==> run_1/m1.png <==
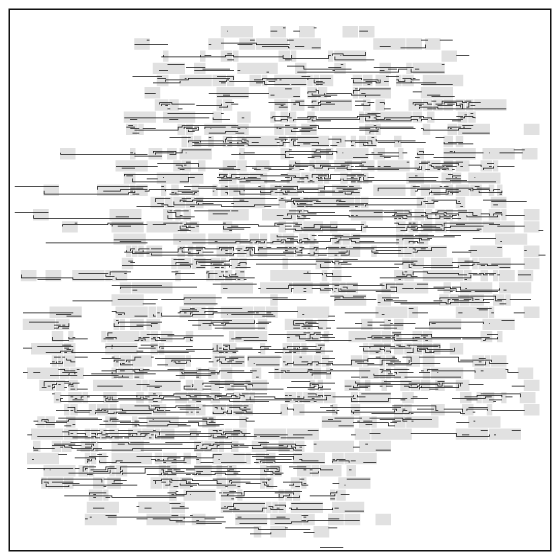
==> run_1/m2.png <==
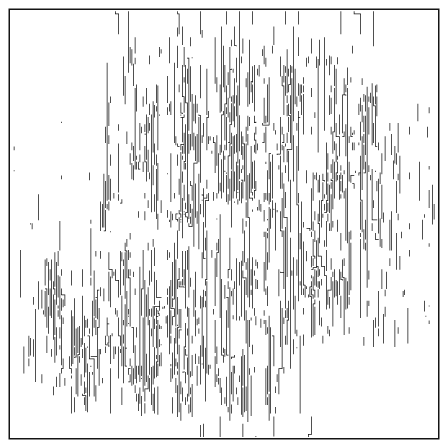
==> run_1/m4.png <==
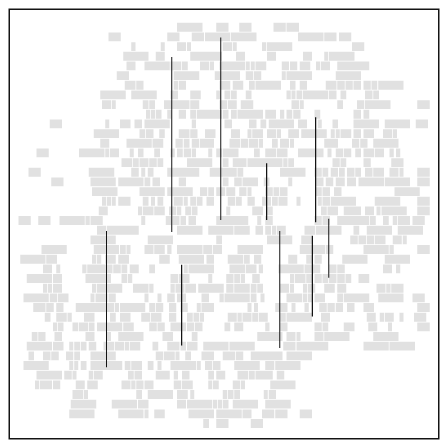
<file path="src/rtl/freq_meter_pkg.sv">
`default_nettype none
// ============================================================================
// Module   : freq_meter_pkg
// Desc     : Shared state type and default constants for the frequency meter.
// Revision : 1.0 - initial release
// ============================================================================
package freq_meter_pkg;

   localparam int CLK_HZ_DEF = 50_000_000;
   localparam int CNT_W_DEF  = 32;

   typedef enum logic [1:0] {
      IDLE    = 2'd0,
      ARM     = 2'd1,
      MEASURE = 2'd2,
      DONE    = 2'd3
   } fm_state_t;

endpackage
`default_nettype wire

</file>
<file path="src/rtl/sync_rise_det.sv">
`default_nettype none
// ============================================================================
// Module   : sync_rise_det
// Desc     : Two-flop synchronizer with one-cycle rising-edge pulse.
// Revision : 1.0 - initial release
// ============================================================================
module sync_rise_det
   import freq_meter_pkg::*;
(
   input  logic mclk,
   input  logic reset,
   input  logic d_async,
   input  logic load_prev,
   output logic q_sync,
   output logic rise
);

   logic r_meta;
   logic r_sync;
   logic r_prev;

   always_ff @(posedge mclk) begin
      if (reset) begin
         r_meta <= 1'b0;
         r_sync <= 1'b0;
         r_prev <= 1'b0;
      end else begin
         r_meta <= d_async;
         r_sync <= r_meta;
         r_prev <= r_sync;
      end
   end

   // While load_prev is high the history is being re-seeded, so no edge is reported.
   assign q_sync = r_sync;
   assign rise   = r_sync & ~r_prev & ~load_prev;

endmodule
`default_nettype wire

</file>
<file path="src/rtl/freq_meter.sv">
`default_nettype none
// ============================================================================
// Module   : freq_meter
// Desc     : Counts rising edges of a slow async input over a fixed gate window.
// Revision : 1.0 - initial release
// ============================================================================
module freq_meter
   import freq_meter_pkg::*;
#(
   parameter int CLK_HZ      = CLK_HZ_DEF,
   parameter int GATE_CYCLES = CLK_HZ,
   parameter int CNT_W       = CNT_W_DEF,
   parameter int GATE_W      = 32
) (
   input  logic             mclk,
   input  logic             reset,
   input  logic             Enable,
   input  logic             sig_in,
   output logic [CNT_W-1:0] freq,
   output logic             freq_valid,
   output logic             overflow,
   output logic             busy
);

   localparam logic [GATE_W-1:0] c_gate_last = GATE_W'(GATE_CYCLES - 1);
   localparam logic [CNT_W-1:0]  c_cnt_max   = '1;

   fm_state_t         r_state;
   fm_state_t         w_next;
   logic [GATE_W-1:0] r_gate_cnt;
   logic [CNT_W-1:0]  r_edge_cnt;
   logic              r_sat;
   logic [CNT_W-1:0]  r_freq;
   logic              r_overflow;
   logic              r_freq_valid;

   logic              w_rise;
   logic              w_load_prev;
   logic              w_busy;
   logic              w_last;
   logic [CNT_W-1:0]  w_edge_next;
   logic              w_sat_next;
   logic              w_unused_sync;

   sync_rise_det u_sync (
      .mclk      (mclk),
      .reset     (reset),
      .d_async   (sig_in),
      .load_prev (w_load_prev),
      .q_sync    (w_unused_sync),
      .rise      (w_rise)
   );

   assign w_last = (r_gate_cnt == c_gate_last);

   // Saturating edge count: a rise arriving at full scale sets sat instead of wrapping.
   always_comb begin
      w_edge_next = r_edge_cnt;
      w_sat_next  = r_sat;
      if (w_rise) begin
         if (r_edge_cnt == c_cnt_max) begin
            w_sat_next = 1'b1;
         end else begin
            w_edge_next = r_edge_cnt + CNT_W'(1);
         end
      end
   end

   always_ff @(posedge mclk) begin
      if (reset) begin
         r_state <= IDLE;
      end else begin
         r_state <= w_next;
      end
   end

   always_comb begin
      w_next      = r_state;
      w_busy      = 1'b0;
      w_load_prev = 1'b0;
      case (r_state)
         IDLE: begin
            if (Enable) begin
               w_next = ARM;
            end
         end
         ARM: begin
            w_busy      = 1'b1;
            w_load_prev = 1'b1;
            w_next      = MEASURE;
         end
         MEASURE: begin
            w_busy = 1'b1;
            if (!Enable) begin
               w_next = IDLE;
            end else if (w_last) begin
               w_next = DONE;
            end
         end
         DONE: begin
            w_next = Enable ? ARM : IDLE;
         end
         default: begin
            w_next = IDLE;
         end
      endcase
   end

   // Result and strobe are registered together on the last gate cycle so that
   // freq already holds the new value in the cycle freq_valid is high (DONE).
   always_ff @(posedge mclk) begin
      if (reset) begin
         r_gate_cnt   <= '0;
         r_edge_cnt   <= '0;
         r_sat        <= 1'b0;
         r_freq       <= '0;
         r_overflow   <= 1'b0;
         r_freq_valid <= 1'b0;
      end else begin
         r_freq_valid <= 1'b0;
         case (r_state)
            ARM: begin
               r_gate_cnt <= '0;
               r_edge_cnt <= '0;
               r_sat      <= 1'b0;
            end
            MEASURE: begin
               if (!w_last) begin
                  r_gate_cnt <= r_gate_cnt + GATE_W'(1);
               end
               r_edge_cnt <= w_edge_next;
               r_sat      <= w_sat_next;
               if (Enable && w_last) begin
                  r_freq       <= w_edge_next;
                  r_overflow   <= w_sat_next;
                  r_freq_valid <= 1'b1;
               end
            end
            default: begin
            end
         endcase
      end
   end

   assign freq       = r_freq;
   assign freq_valid = r_freq_valid;
   assign overflow   = r_overflow;
   assign busy       = w_busy;

   a_single_strobe: assert property (@(posedge mclk) disable iff (reset)
      r_freq_valid |=> !r_freq_valid);

   a_gate_bound: assert property (@(posedge mclk) disable iff (reset)
      r_gate_cnt <= c_gate_last);

endmodule
`default_nettype wire

</file>
<file path="config.mk">
export PLATFORM = sky130hd
export DESIGN_NAME = freq_meter
export DESIGN_NICKNAME = d
export VERILOG_FILES = /design/src/rtl/freq_meter_pkg.sv /design/src/rtl/sync_rise_det.sv /design/src/rtl/freq_meter.sv
export SDC_FILE = /design/constraint.sdc
export NUM_CORES = 1
export LEC_CHECK = 0
export ABC_AREA = 0
export CAP_MARGIN = 10
export CORE_MARGIN = 2
export CORE_UTILIZATION = 40
export DETAILED_ROUTE_END_ITERATION = 10
export PLACE_DENSITY = 0.64
export SLEW_MARGIN = 30
export SYNTH_ARGS = -nofsm -noshare
export SYNTH_HDL_FRONTEND = slang
export SYNTH_HIERARCHICAL = 1
export SYNTH_SLANG_ARGS = --single-unit
</file>
<file path="constraint.sdc">
create_clock -name mclk -period 4 [get_ports mclk]
set_input_delay 0.6 -clock mclk [delete_from_list [all_inputs] [get_ports mclk]]
set_output_delay 0.6 -clock mclk [all_outputs]
set_load 0.03 [all_outputs]
</file>
==> flow_metrics.py, run 1 <==
# Generated from Yosys and OpenROAD reports
metrics = {
    "cells_and_area": {
        "largest_class": "logic gates",
        "final_cell_area_um2": 6220,
        "flop-count": 104,
        "final_layout_top_logic_cells": "104 x dfxtp_1, 70 x nor2_1, 54 x nand3_1, 46 x nand2_1, 37 x clkdlybuf4s50_1",
        "nets": 685,
        "nClkBuffers": 13,
        "buf_share_pct": 7.44,
        "area_delta_synth_final_pct": 14.7,
        "sh_seq_area_pct": 33.5,
        "final_core_util_pct": 47.0,
    },
    "worst_setup_path": {
        "end_kind": "flop",
        "r2r_end": "r_edge_cnt[22]",
        "crit_path_start_kind": "flop",
        "arrival_ps": 3140,
        "crit_family": "AND-OR/OR-AND gates",
        "startpoint": "r_state[1]",
        "critPathKind": "flop to flop",
        "cp.depth": 9,
        "r2r-start": "r_state[1]",
    },
    "pwr": {
        "ir_drop_mv": 0.213,
    },
    "global_route": {
        "gr-total-overflow": 0,
        "grt_antenna_before_repair": 0,
        "track_usage_pct": 19.8,
        "use_met1_pct": 26.9,
        "grt_pass1_vias": 4612,
        "grtUsageMet2_pct": 30.6,
    },
    "placed_design": {
        "gp_congestion": 0.868,
        "placed_cell_area_um2": 5920,
        "port_buffers": 38,
        "hpwl_mm": 9.53,
    },
    "floorplanning": {
        "die_area_um2": 14500,
        "row_count": 42,
        "core_area_um2": 13200,
        "dieHeight_um": 120,
        "die_w_um": 120,
    },
    "logic_synthesis": {
        "yosysTopAreaCell": "dfxtp_1",
        "ys_cells": 665,
        "synth_xor_xnor_area_share_pct": 5.97,
        "top_cells_by_area": "dfxtp_1 38%, nand3_1 5.0%, nor2_1 4.8%",
        "syn_inst": 665,
        "ys_sh_aoi_pct": 17.2,
        "ys_top_logic_family": "simple AND/OR/NAND/NOR gates",
        "synth_area_per_cell_um2": 8.16,
        "ys_area_um2": 5430,
        "edf_count": 0,
    },
    "timing": {
        "fmax_ghz": 0.344,
        "skew_ps": 7.93,
        "tns_ps": 0,
        "post-route-min-period_ps": 2900,
        "slew_headroom_pct": 42.7,
    },
    "hold_path": {
        "worstHoldPathCells": 1,
        "hold_class": "flop to flop",
    },
    "routing": {
        "routed_wl_mm": 13.7,
        "num_vias": 5001,
        "avgViaCountPerCell": 5.84,
    },
    "cts": {
        "cts_tree": "done",
        "holdBufCountCts": 0,
        "cts-buffers-inserted": 9,
        "cts.path.max_buffers": 2,
        "ctsRootBufferMaster": "clkbuf_16",
        "clkLatencyLatePin_ps": 360,
    },
    "run_status": {
        "status": "complete, no violations",
    },
}
Notes on m1.png above:
longest straight run = 29.9 µm
share of all routed wire = 48%
nets with wire on the layer = 627

Notes on m2.png above:
wire length on this layer = 6,250 µm
share of all routed wire = 46%
nets with wire on the layer = 566
main direction = vertical

Notes on m4.png above:
longest straight run = 51.0 µm
nets with wire on the layer = 6

-- run 1: layer usage --
metal	share of wire, %	up-vias	wire length (µm)
li1	-	2487	-
met1	48	2380	6580
met2	46	115	6250
met3	4.6	19	629
met4	2.0	0	276
met5	0	-	0
-- run 1: cells in the mapped netlist, types with 14 or more instances --
cell	n
nand2_1	46
a31oi_1	19
xor2_1	26
nor3_1	14
a21oi_1	25
and3_1	14
or3_1	25
clkbuf_1	36
nor2_1	70
nand2b_1	14
nor4_1	15
a211oi_1	29
dfxtp_1	104
o21ai_0	16
nand3_1	54
nand4_1	24
-- run 1: report_power, final --
part | internal [mW] | total (mW) | switching [mW]
registers | 1.04 | 1.05 | 0.00579
logic | 0.0606 | 0.220 | 0.159
clock network | 0.518 | 0.903 | 0.385
total | 1.62 | 2.17 | 0.550
==> run_1/util_map.png <==
Scale bar: 20 µm. The die is cut into 12 by 12 equal tiles; dark blue is low, red is high, 0 to 100% covered.
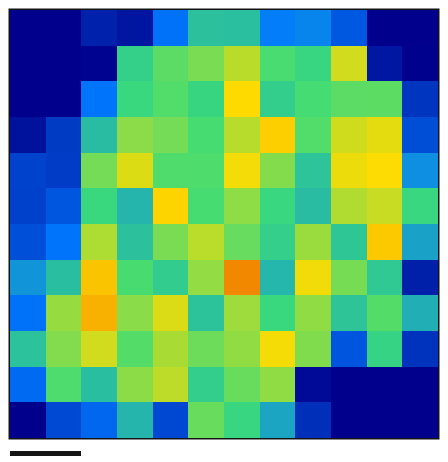

==> run 2, diff against run 1 <==
==> constraint.sdc (replaced) <==
create_clock -name mclk -period 2.85 [get_ports mclk]
set_input_delay 0.4275 -clock mclk [delete_from_list [all_inputs] [get_ports mclk]]
set_output_delay 0.4275 -clock mclk [all_outputs]
set_load 0.03 [all_outputs]
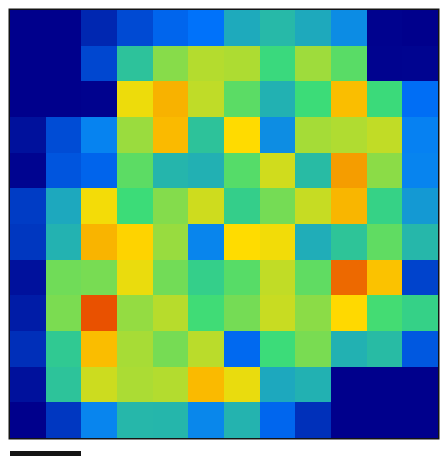
(run_2/util_map.png)
Scale bar: 20 µm. The die is cut into 12 by 12 equal tiles; dark blue is low, red is high, 0 to 100% covered.
tiles over 75% full = 9.7%
fullest tile = 91%
nearly empty tiles = 13%
emptiest ninth of the die = top left
mean over tiles = 42%
post-layout util: 47.7%
fp util: 41.0%
Core Area: 13,200 µm²

==> run 2 against run 1 <==
Routed wire length increased by 0.99%. Sequential power is about 40% higher. Largest cell class unchanged. Flip-flop count did not move. Sequential share of layout area down 0.49 points. Fmax increased by 10%.
==> flow_metrics.py, run 2 <==
# Generated from Yosys and OpenROAD reports
metrics = {
    "run_status": {
        "status": "complete, no violations",
    },
    "routing": {
        "wl_met1_mm": 6.54,
        "routedWlPerCell_um": 16.0,
        "routed_wl_mm": 13.9,
        "highest_layer": "met4",
        "firstDrtPassIters": 5,
        "avgViaCountPerCell": 5.90,
        "ant_nets": 0,
        "wl_met3_um": 671,
        "drcViolationCount": 0,
        "num_vias": 5118,
        "met2RoutedLength_mm": 6.39,
    },
    "worst_setup_path": {
        "crit_family": "simple AND/OR/NAND/NOR gates",
        "worst_path_largest_cell_delay_ps": 410,
        "crit_path_start_kind": "flop",
        "crit_required_ps": 3130,
        "critPathKind": "flop to flop",
        "arrival_ps": 2920,
        "end_kind": "flop",
        "worst-path-buf-inv": 3,
    },
    "global_route": {
        "use_met1_pct": 26.4,
        "track_usage_pct": 19.6,
        "grt_start_max_net_pins": 39,
        "grtUsageMet2_pct": 30.3,
        "grt_antenna_before_repair": 0,
        "grt_pass1_vias": 4656,
        "gr-total-overflow": 0,
        "met3_usage_pct": 3.87,
        "grt_pass1_wl_mm": 23.1,
        "top_usage_layer": "met2",
    },
    "logic_synthesis": {
        "synthAdderAreaFrac_pct": 1.15,
        "ys_area_um2": 5430,
        "syn_area_um2": 5430,
        "ys_cells": 665,
        "ys_top_logic_family": "simple AND/OR/NAND/NOR gates",
        "ys_sh_aoi_pct": 17.2,
        "synthDistinctLibCells": 59,
        "mux_share_pct": 1.50,
        "edf_count": 0,
        "mappedNetlistNets": 674,
        "synthSimpleGateAreaFrac_pct": 31.5,
        "ys.warnings.count": 6,
        "ys.flop_type": "dfxtp_1",
        "common_cells": "104 x dfxtp_1, 70 x nor2_1, 54 x nand3_1",
        "most_common_cell": "dfxtp_1",
        "async_flop_share_pct": 0,
        "top_cells_by_area": "dfxtp_1 38%, nand3_1 5.0%, nor2_1 4.8%",
        "synth_xor_xnor_area_share_pct": 5.97,
        "yosysTopAreaCell": "dfxtp_1",
        "synth_area_per_cell_um2": 8.16,
        "syn_inst": 665,
    },
    "hold_path": {
        "hold_class": "flop to flop",
    },
    "pwr": {
        "swShare_pct": 24.8,
        "ir_drop_mv": 0.253,
        "powerComb_mw": 0.321,
        "power.total_mw": 3.16,
        "p_switching_mw": 0.784,
        "power_frac_clock_pct": 43.3,
        "power_frac_seq_pct": 46.5,
        "seq_cell_power_mw": 1.47,
        "clk-power_mw": 1.37,
        "pwr-share-comb_pct": 10.2,
        "leakage_nw": 1.92,
        "power_leader": "registers",
        "internal_power_mw": 2.37,
    },
    "timing": {
        "drv_slew": 0,
        "skew_ps": 8.12,
        "worst_pin_slew_ps": 697,
        "setup_violations": 0,
        "rsz0062_at_grt": "false",
        "fmax_ghz": 0.379,
        "post-route-min-period_ps": 2640,
        "slew_headroom_pct": 53.5,
        "tns_ps": 0,
        "hold_violations": 0,
        "holdWs_ps": 454,
        "setup_slack_ps": 213,
    },
    "cells_and_area": {
        "nets": 695,
        "final_layout_top_logic_cells": "104 x dfxtp_1, 70 x nor2_1, 54 x nand3_1, 46 x nand2_1, 37 x clkdlybuf4s50_1",
        "antenna_cells": 0,
        "lay_top_count": "dfxtp_1",
        "final_cell_area_um2": 6310,
        "area_delta_synth_final_pct": 16.4,
        "stdcell_count": 867,
        "drive_above_1_share_pct": 7.96,
    },
    "placed_design": {
        "hpwl_mm": 9.68,
        "dp.cells": 851,
        "placed_cell_area_um2": 5980,
        "gp_congestion": 0.932,
        "port_buffers": 38,
        "pre_cts_slack_ps": 204,
    },
    "floorplanning": {
        "ioPinCount": 39,
        "dieHeight_um": 120,
        "row_count": 42,
        "die_area_um2": 14500,
        "die_w_um": 120,
    },
    "cts": {
        "cts-buffers-inserted": 9,
        "post-cts-setup-buffers": 0,
        "clkLatencyLatePin_ps": 360,
        "h-tree-depth": 3,
        "cts_tree": "done",
        "ctsRootBufferMaster": "clkbuf_16",
        "cts.path.max_buffers": 2,
    },
    "flow_run": {
        "drv_cap": 0,
    },
}
==> run 2: cell counts after synthesis <==
No cell type changed its count.
==> run 2: layout make-up <==
cell class	instances	area (µm²)
Fill cell	1306	6930
Multi-Input combinational cell	503	3120
Sequential cell	104	2080
Timing Repair Buffer	58	526
Clock buffer	11	253
Tap cell	176	220
Clock inverter	5	78.8
Inverter	10	37.5
==> run 2: path summary, 6_finish.rpt <==
path	slack, ps	to	start	depth (start not counted)
worst max-delay path	210	r_edge_cnt[29]	r_state[1]	11
worst min-delay path	450	freq[23]	freq[23]	2
worst max register to register	210	r_edge_cnt[29]	r_state[1]	11
worst min register to register	450	freq[23]	freq[23]	2
==> run 2: timing repair <==
item,CTS,global route
hold endpoints to repair,0,0
setup endpoints to repair,0,4
hold buffers,0,0
gates resized,0,2
Power and IR drop assume default switching activity.
